Figure 1. Placement view.
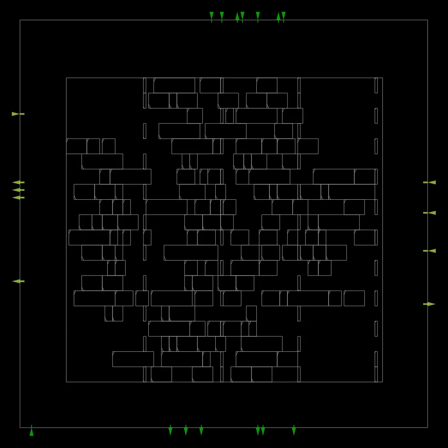
Figure 2. Clock distribution.
The bar under the picture is 20 µm long.
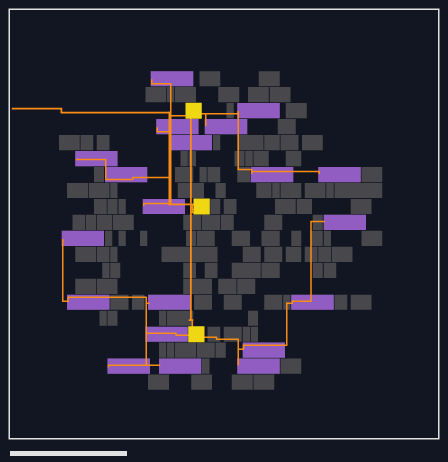
Figure 3. Supply network.
The bar under the picture is 20 µm long. Pins as bars on the die edge.
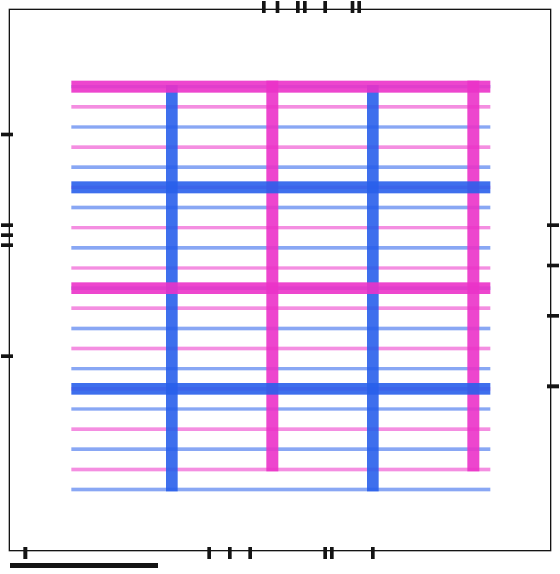
Figure 4. Metal layers overlaid.
Only two layers are drawn.
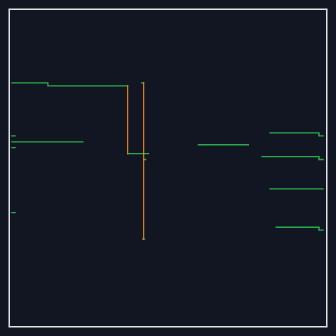
Figure 5. Cells colored by class.
The bar under the picture is 20 µm long.
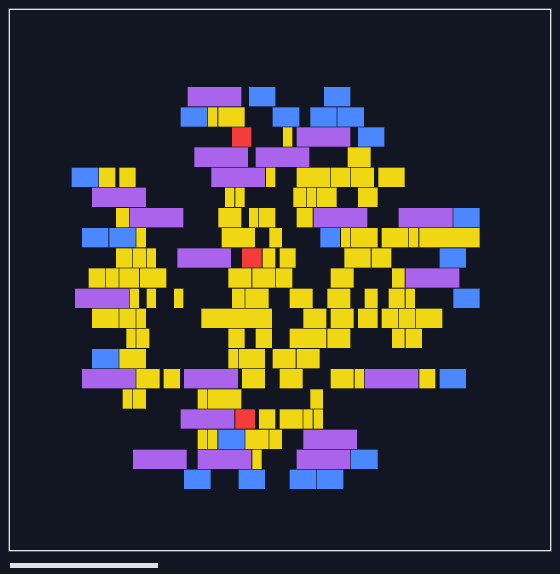
<file path="config.mk">
export PLATFORM = sky130hd
export DESIGN_NAME = rx_data_sampler
export DESIGN_NICKNAME = d
export VERILOG_FILES = /design/src/rtl/uart_rx_pkg.sv /design/src/rtl/rx_edge_bit_counter.sv /design/src/rtl/rx_data_sampler.sv
export SDC_FILE = /design/constraint.sdc
export NUM_CORES = 1
export LEC_CHECK = 0
export CAP_MARGIN = 5
export CORE_MARGIN = 8
export CORE_UTILIZATION = 35
export DETAILED_ROUTE_END_ITERATION = 12
export MAX_ROUTING_LAYER = met4
export SETUP_SLACK_MARGIN = 0.05
export SYNTH_ARGS = -nofsm -noshare
export SYNTH_HDL_FRONTEND = slang
export SYNTH_SLANG_ARGS = --single-unit
</file>
<file path="constraint.sdc">
create_clock -name CLK -period 4.4 [get_ports CLK]
set_input_delay 0.88 -clock CLK [delete_from_list [all_inputs] [get_ports CLK]]
set_output_delay 0.88 -clock CLK [all_outputs]
set_load 0.05 [all_outputs]
</file>
<file path="src/rtl/uart_rx_pkg.sv">
// Shared UART RX definitions: frame constants, the default port-width
// typedefs and the 3-input majority helper.
package uart_rx_pkg;
  localparam int PRESC_MIN       = 4;
  localparam int UART_FRAME_BITS = 11;
  localparam int PRESC_W_DEF     = 6;
  localparam int BIT_CNT_W_DEF   = 4;

  typedef logic [PRESC_W_DEF-1:0]   presc_t;
  typedef logic [BIT_CNT_W_DEF-1:0] bit_cnt_t;

  function automatic logic maj3(input logic a, input logic b, input logic c);
    return (a & b) | (a & c) | (b & c);
  endfunction
endpackage

</file>
<file path="src/rtl/rx_edge_bit_counter.sv">
// Oversample edge / bit-period counter for the UART RX sampler.
// Latches the effective ratio P when samp_en rises (LSB dropped, clamped to
// PRESC_MIN), runs edge_cnt 0..P-1 and bit_cnt 0..FRAME_BITS-1, and pulses
// frame_done for one cycle after the last bit period ends.
// Ports:
//   clk, rst          oversampling clock, synchronous active-high reset
//   samp_en           run enable from the RX FSM
//   prescale          requested oversample ratio
//   edge_cnt          edge index within current bit
//   half              P>>1 for the ratio in force this cycle (mid-bit index)
//   bit_cnt           bit index within frame
//   frame_done        one-cycle end-of-frame strobe
module rx_edge_bit_counter
  import uart_rx_pkg::*;
#(
  parameter int PRESC_W    = 6,
  parameter int BIT_CNT_W  = 4,
  parameter int FRAME_BITS = UART_FRAME_BITS
) (
  input  logic                 clk,
  input  logic                 rst,
  input  logic                 samp_en,
  input  logic [PRESC_W-1:0]   prescale,
  output logic [PRESC_W-1:0]   edge_cnt,
  output logic [PRESC_W-1:0]   half,
  output logic [BIT_CNT_W-1:0] bit_cnt,
  output logic                 frame_done
);

  logic [PRESC_W-1:0]   p_q, p_d, p_raw;
  logic [PRESC_W-1:0]   edge_cnt_q, edge_cnt_d;
  logic [BIT_CNT_W-1:0] bit_cnt_q, bit_cnt_d;
  logic                 frame_done_q, frame_done_d;
  logic                 en_prev_q, en_prev_d;
  logic                 en_rise, wrap;

  always_comb begin
    en_rise = samp_en & ~en_prev_q;
    p_raw   = prescale & ~PRESC_W'(1);
    if (p_raw < PRESC_W'(PRESC_MIN)) p_raw = PRESC_W'(PRESC_MIN);
    // The new ratio is used in the rise cycle itself so the mid-bit compare
    // in the top never sees a stale (possibly zero) ratio.
    p_d       = en_rise ? p_raw : p_q;
    wrap      = (edge_cnt_q == p_d - PRESC_W'(1));
    en_prev_d = samp_en;

    edge_cnt_d   = '0;
    bit_cnt_d    = '0;
    frame_done_d = 1'b0;
    if (samp_en) begin
      if (wrap) begin
        if (bit_cnt_q == BIT_CNT_W'(FRAME_BITS - 1)) begin
          frame_done_d = 1'b1;
        end else begin
          bit_cnt_d = bit_cnt_q + BIT_CNT_W'(1);
        end
      end else begin
        edge_cnt_d = edge_cnt_q + PRESC_W'(1);
        bit_cnt_d  = bit_cnt_q;
      end
    end
  end

  always_ff @(posedge clk) begin
    if (rst) begin
      p_q          <= '0;
      edge_cnt_q   <= '0;
      bit_cnt_q    <= '0;
      frame_done_q <= 1'b0;
      en_prev_q    <= 1'b0;
    end else begin
      p_q          <= p_d;
      edge_cnt_q   <= edge_cnt_d;
      bit_cnt_q    <= bit_cnt_d;
      frame_done_q <= frame_done_d;
      en_prev_q    <= en_prev_d;
    end
  end

  assign edge_cnt   = edge_cnt_q;
  assign half       = p_d >> 1;
  assign bit_cnt    = bit_cnt_q;
  assign frame_done = frame_done_q;

endmodule

</file>
<file path="src/rtl/rx_data_sampler.sv">
// UART RX oversampling front end. Counts oversample edges and bit periods,
// votes RX_IN at mid-bit and presents sampled_bit with a one-cycle bit_ready
// strobe (at edge_cnt == H+1, H = P>>1) to the deserializer and checkers.
// Build option: define RX_MAJORITY_VOTE_EN for a 3-sample majority over
// edges H-2, H-1, H; otherwise RX_IN is sampled once at H.
// Ports:
//   CLK, RST      oversampling clock, synchronous active-high reset
//   RX_IN         synchronised serial line (idle high)
//   samp_en       run enable from the RX FSM
//   prescale      oversample ratio (even 4..32)
//   edge_cnt      edge index within current bit
//   bit_cnt       bit index within frame (0 = start)
//   sampled_bit   voted bit, held between strobes
//   bit_ready     one-cycle strobe, sampled_bit freshly updated
//   frame_done    one-cycle strobe, last bit period ended
module rx_data_sampler
  import uart_rx_pkg::*;
#(
  parameter int PRESC_W    = 6,
  parameter int BIT_CNT_W  = 4,
  parameter int FRAME_BITS = UART_FRAME_BITS
) (
  input  logic                 CLK,
  input  logic                 RST,
  input  logic                 RX_IN,
  input  logic                 samp_en,
  input  logic [PRESC_W-1:0]   prescale,
  output logic [PRESC_W-1:0]   edge_cnt,
  output logic [BIT_CNT_W-1:0] bit_cnt,
  output logic                 sampled_bit,
  output logic                 bit_ready,
  output logic                 frame_done
);

  logic [PRESC_W-1:0] half;
  logic               sampled_bit_q, sampled_bit_d;
  logic               bit_ready_q, bit_ready_d;
  logic               mid_hit;

  rx_edge_bit_counter #(
    .PRESC_W   (PRESC_W),
    .BIT_CNT_W (BIT_CNT_W),
    .FRAME_BITS(FRAME_BITS)
  ) u_cnt (
    .clk       (CLK),
    .rst       (RST),
    .samp_en   (samp_en),
    .prescale  (prescale),
    .edge_cnt  (edge_cnt),
    .half      (half),
    .bit_cnt   (bit_cnt),
    .frame_done(frame_done)
  );

  // Decision only counts while enabled: a vote at H with samp_en low is dropped.
  assign mid_hit = samp_en && (edge_cnt == half);

`ifdef RX_MAJORITY_VOTE_EN
  logic s0_q, s0_d, s1_q, s1_d;

  always_comb begin
    s0_d          = s0_q;
    s1_d          = s1_q;
    sampled_bit_d = sampled_bit_q;
    if (samp_en && edge_cnt == half - PRESC_W'(2)) s0_d = RX_IN;
    if (samp_en && edge_cnt == half - PRESC_W'(1)) s1_d = RX_IN;
    if (mid_hit) sampled_bit_d = maj3(s0_q, s1_q, RX_IN);
  end

  always_ff @(posedge CLK) begin
    if (RST) begin
      s0_q <= 1'b0;
      s1_q <= 1'b0;
    end else begin
      s0_q <= s0_d;
      s1_q <= s1_d;
    end
  end
`else
  always_comb begin
    sampled_bit_d = sampled_bit_q;
    if (mid_hit) sampled_bit_d = RX_IN;
  end
`endif

  // Registered from the decision edge, so it lands at edge_cnt == H+1
  // (H+1 <= P-1 for P >= 4, so bit_cnt has not advanced yet).
  assign bit_ready_d = mid_hit;

  always_ff @(posedge CLK) begin
    if (RST) begin
      sampled_bit_q <= 1'b0;
      bit_ready_q   <= 1'b0;
    end else begin
      sampled_bit_q <= sampled_bit_d;
      bit_ready_q   <= bit_ready_d;
    end
  end

  assign sampled_bit = sampled_bit_q;
  assign bit_ready   = bit_ready_q;

endmodule

</file>
==> GITHUB_STEP_SUMMARY <==
### Flow metrics

| Metric | Value |
|---|---|
| Net count of the mapped netlist | `138` |
| Crit path cell chain | `clkdlybuf4s50_1 > o41ai_1 > nor2_1 > a21oi_1 > ha_1 > xnor2_1 > nor3_1 > or4b_4 > a2bb2oi_4 > nand2b_1 > nor2_1` |
| HPWL reported at the end of detailed placement | `1960 µm` |
| Core utilization before placement | `0.368` |
| Headroom to the max-slew limit | `0.665` |
| Die area | `0.00532 mm²` |
| Site Rows | `20` |
| Library cell used as clock root buffer | `sky130_fd_sc_hd__clkbuf_4` |
| Clk pin slew, worst setup/hold paths | `0.11 ns` |
| Share of power burned in the clock network | `0.256` |
| Number of port buffers | `21` |
| FF-to-FF setup slack | `1.55 ns` |
| Worst hold stages | `2` |
| Worst Setup Path Type | `input port to register` |
| Area growth from synthesis to final layout | `23.2%` |
| Top cells by count, synth | `sky130_fd_sc_hd__dfxtp_1 (20), sky130_fd_sc_hd__nor2_1 (19), sky130_fd_sc_hd__nand2b_1 (7), sky130_fd_sc_hd__xnor2_1 (7), sky130_fd_sc_hd__mux2i_1 (6)` |
| Mean Syn Cell Area | `9.00 µm²` |
| Highest clock frequency the design can meet | `273 MHz` |
| Area taken by flip-flops and latches | `400 µm²` |
| Hold WS | `0.504 ns` |
| Chip Width | `72.9 µm` |
| Portion of the layout cell area used by clock cells | `0.0161` |
| Number of buffers inserted by hold repair at cts | `0` |
| Data arrival time of the critical path | `3.87 ns` |
| Wire length of the first global-routing pass | `4110 µm` |
| Sequential fraction of the synthesis area | `0.353` |
| Routability-driven placement congestion ratio | `0.792` |
| Synth top cell by count | `sky130_fd_sc_hd__dfxtp_1` |
| Mux cell area share after synthesis | `0.0728` |
| Final count of pins violating max slew | `0` |
| Post-Place Setup Slack | `0.386 ns` |
| Synthesized registers | `20` |
| Nonclk inv count | `3` |
| Tap Count | `44` |
| Critical path origin | `prescale[4]` |
| NumNets Final | `159` |
| Final critical-path setup slack | `0.738 ns` |
| Vias/cell | `4.90` |
| Area fraction in xor and xnor cells | `0.0927` |
| Largest cells by area after synthesis | `sky130_fd_sc_hd__dfxtp_1 (35%), sky130_fd_sc_hd__nor2_1 (6.3%), sky130_fd_sc_hd__xnor2_1 (5.4%)` |
| Most used DFF post-synth | `sky130_fd_sc_hd__dfxtp_1` |
| Max Cap Violations | `0` |
| Multi-input gate count | `97` |
| Final-layout fill cell count | `302` |
| Synthesized chip area reported by yosys | `0.00113 mm²` |
| Tally of nets with antenna violations remaining after routing | `0` |
| Layout clock buffer count | `3` |
| Top-Level Pins | `23` |
| Number of flip-flops and latches | `20` |
| Routed Wire Length | `2440 µm` |
| Net switching fraction of the power | `0.277` |
| Final Hold Fails | `0` |
| Clock tree from TritonCTS | `yes` |
| Final Cycle Share | `0.832` |
| Resize count post-CTS | `0` |
| Area share, top type | `0.353` |
| Area of all placed cells without fillers | `0.00140 mm²` |
| Overflow left after global routing | `0` |
| Maximum root-to-sink buffer count | `2` |
| Total number of yosys warnings | `0` |
| Path depth of the worst reg2reg path | `10` |
| Post-synth tally of flip-flops with integrated enable | `0` |
| Internal power contribution | `0.249 mW` |
| Layout cell share with drive strength beyond 1 | `0.0897` |
| Area-dominant cell class after layout | `multi-input combinational cells` |
| Post-CTS Repair Setup Buffers | `0` |
| Pin slew with the least headroom to its limit | `0.501 ns` |
| Outcome | `complete, no violations` |
| Post-synthesis cell count from yosys | `126` |
| Gate Count Post-Synth | `126` |
| Clock Latency Late Sink | `0.30 ns` |
| Sequential group share of total power | `0.554` |
| Final worst clock skew | `0.00333 ns` |
| Setup repair after global routing missed its margin | `false` |
| Hold path startpoint | `u_cnt.p_q[0]$_SDFF_PP0_` |
| Inserted Clock Buffers | `3` |
| H-tree lvl count | `1` |
| Fraction of synthesis flops using an asynchronous set or reset pin | `0` |
| Simple-gate area share of the yosys netlist | `0.280` |
| Final Core Density | `0.454` |
| Initial drt markers | `33` |
| WL per Instance | `12.9 µm` |
| Post-Synth AOI/OAI Area | `0.140` |
About Figure 1:
core area: 0.00308 mm²
register share of the cell area: 0.287
final cell count without fillers: 189

About Figure 2:
orange -> clock wires  # length 286 µm
purple -> flip-flops  # count 20
yellow -> clock-net drivers  # count 3
routed clock nets = 4

About Figure 3:
blue -> VSS
magenta -> VDD
met4 straps = 4
signal pins = 23

About Figure 4:
orange -> M4  # wire length 51.7 µm
green -> M3  # wire length 114 µm

About Figure 5:
purple -> registers  # cells 20
yellow -> remaining logic cells  # cells 100
red -> clock-net drivers  # cells 3
blue -> remaining buffers and delay cells  # cells 22

[power by group through the flow]
stage	sequential (mW)	combinational, mW	clock [mW]
after CTS	0.191	0.0655	0.0930
after global placement	0.195	0.0643	0
final	0.191	0.0651	0.0882
after floorplan	0.199	0.0408	0
after detailed placement	0.195	0.0654	0
after global routing	0.192	0.0709	0.0972
[per-layer routing]
| layer | part of all wire | track usage |
|---|---|---|
| met1 | 0.45 | 0.111 |
| met2 | 0.48 | 0.157 |
| met3 | 0.047 | 0.0247 |
| met4 | 0.021 | 0.0644 |
| met5 | 0 | - |
[registers in the layout, summed over array words and instances, names as in the netlist]
signal and flops:
bit_ready 1, sampled_bit 1, u_cnt.bit_cnt 4, u_cnt.edge_cnt 6
u_cnt.en_prev_q 1, u_cnt.frame_done 1, u_cnt.p_q 6
[worst max-delay path, delay by kind of cell]
| kind | cells | cell delay [ns] |
|---|---|---|
| and+or+nand+nor | 5 | 1.15 |
| AOI/OAI and AO/OA | 3 | 0.93 |
| buffers and inverters | 1 | 0.49 |
| adders and majority gates | 1 | 0.30 |
| xor gates and xnor gates | 1 | 0.13 |
[how the worst max path moves through the flow]
stage | end | slack [ns] | cells after the start
floorplan | u_cnt.bit_cnt[2]$_SDFFE_PP0N_ | 1.23 | 10
global route | u_cnt.edge_cnt[2]$_SDFF_PP0_ | 0.54 | 11
CTS | u_cnt.edge_cnt[4]$_SDFF_PP0_ | 0.73 | 11
global placement | u_cnt.edge_cnt[5]$_SDFF_PP0_ | 0.40 | 11
detailed placement | u_cnt.edge_cnt[2]$_SDFF_PP0_ | 0.39 | 11
finish | u_cnt.edge_cnt[2]$_SDFF_PP0_ | 0.74 | 11
Power figures rest on the tool's default switching activity, not on a simulated workload.
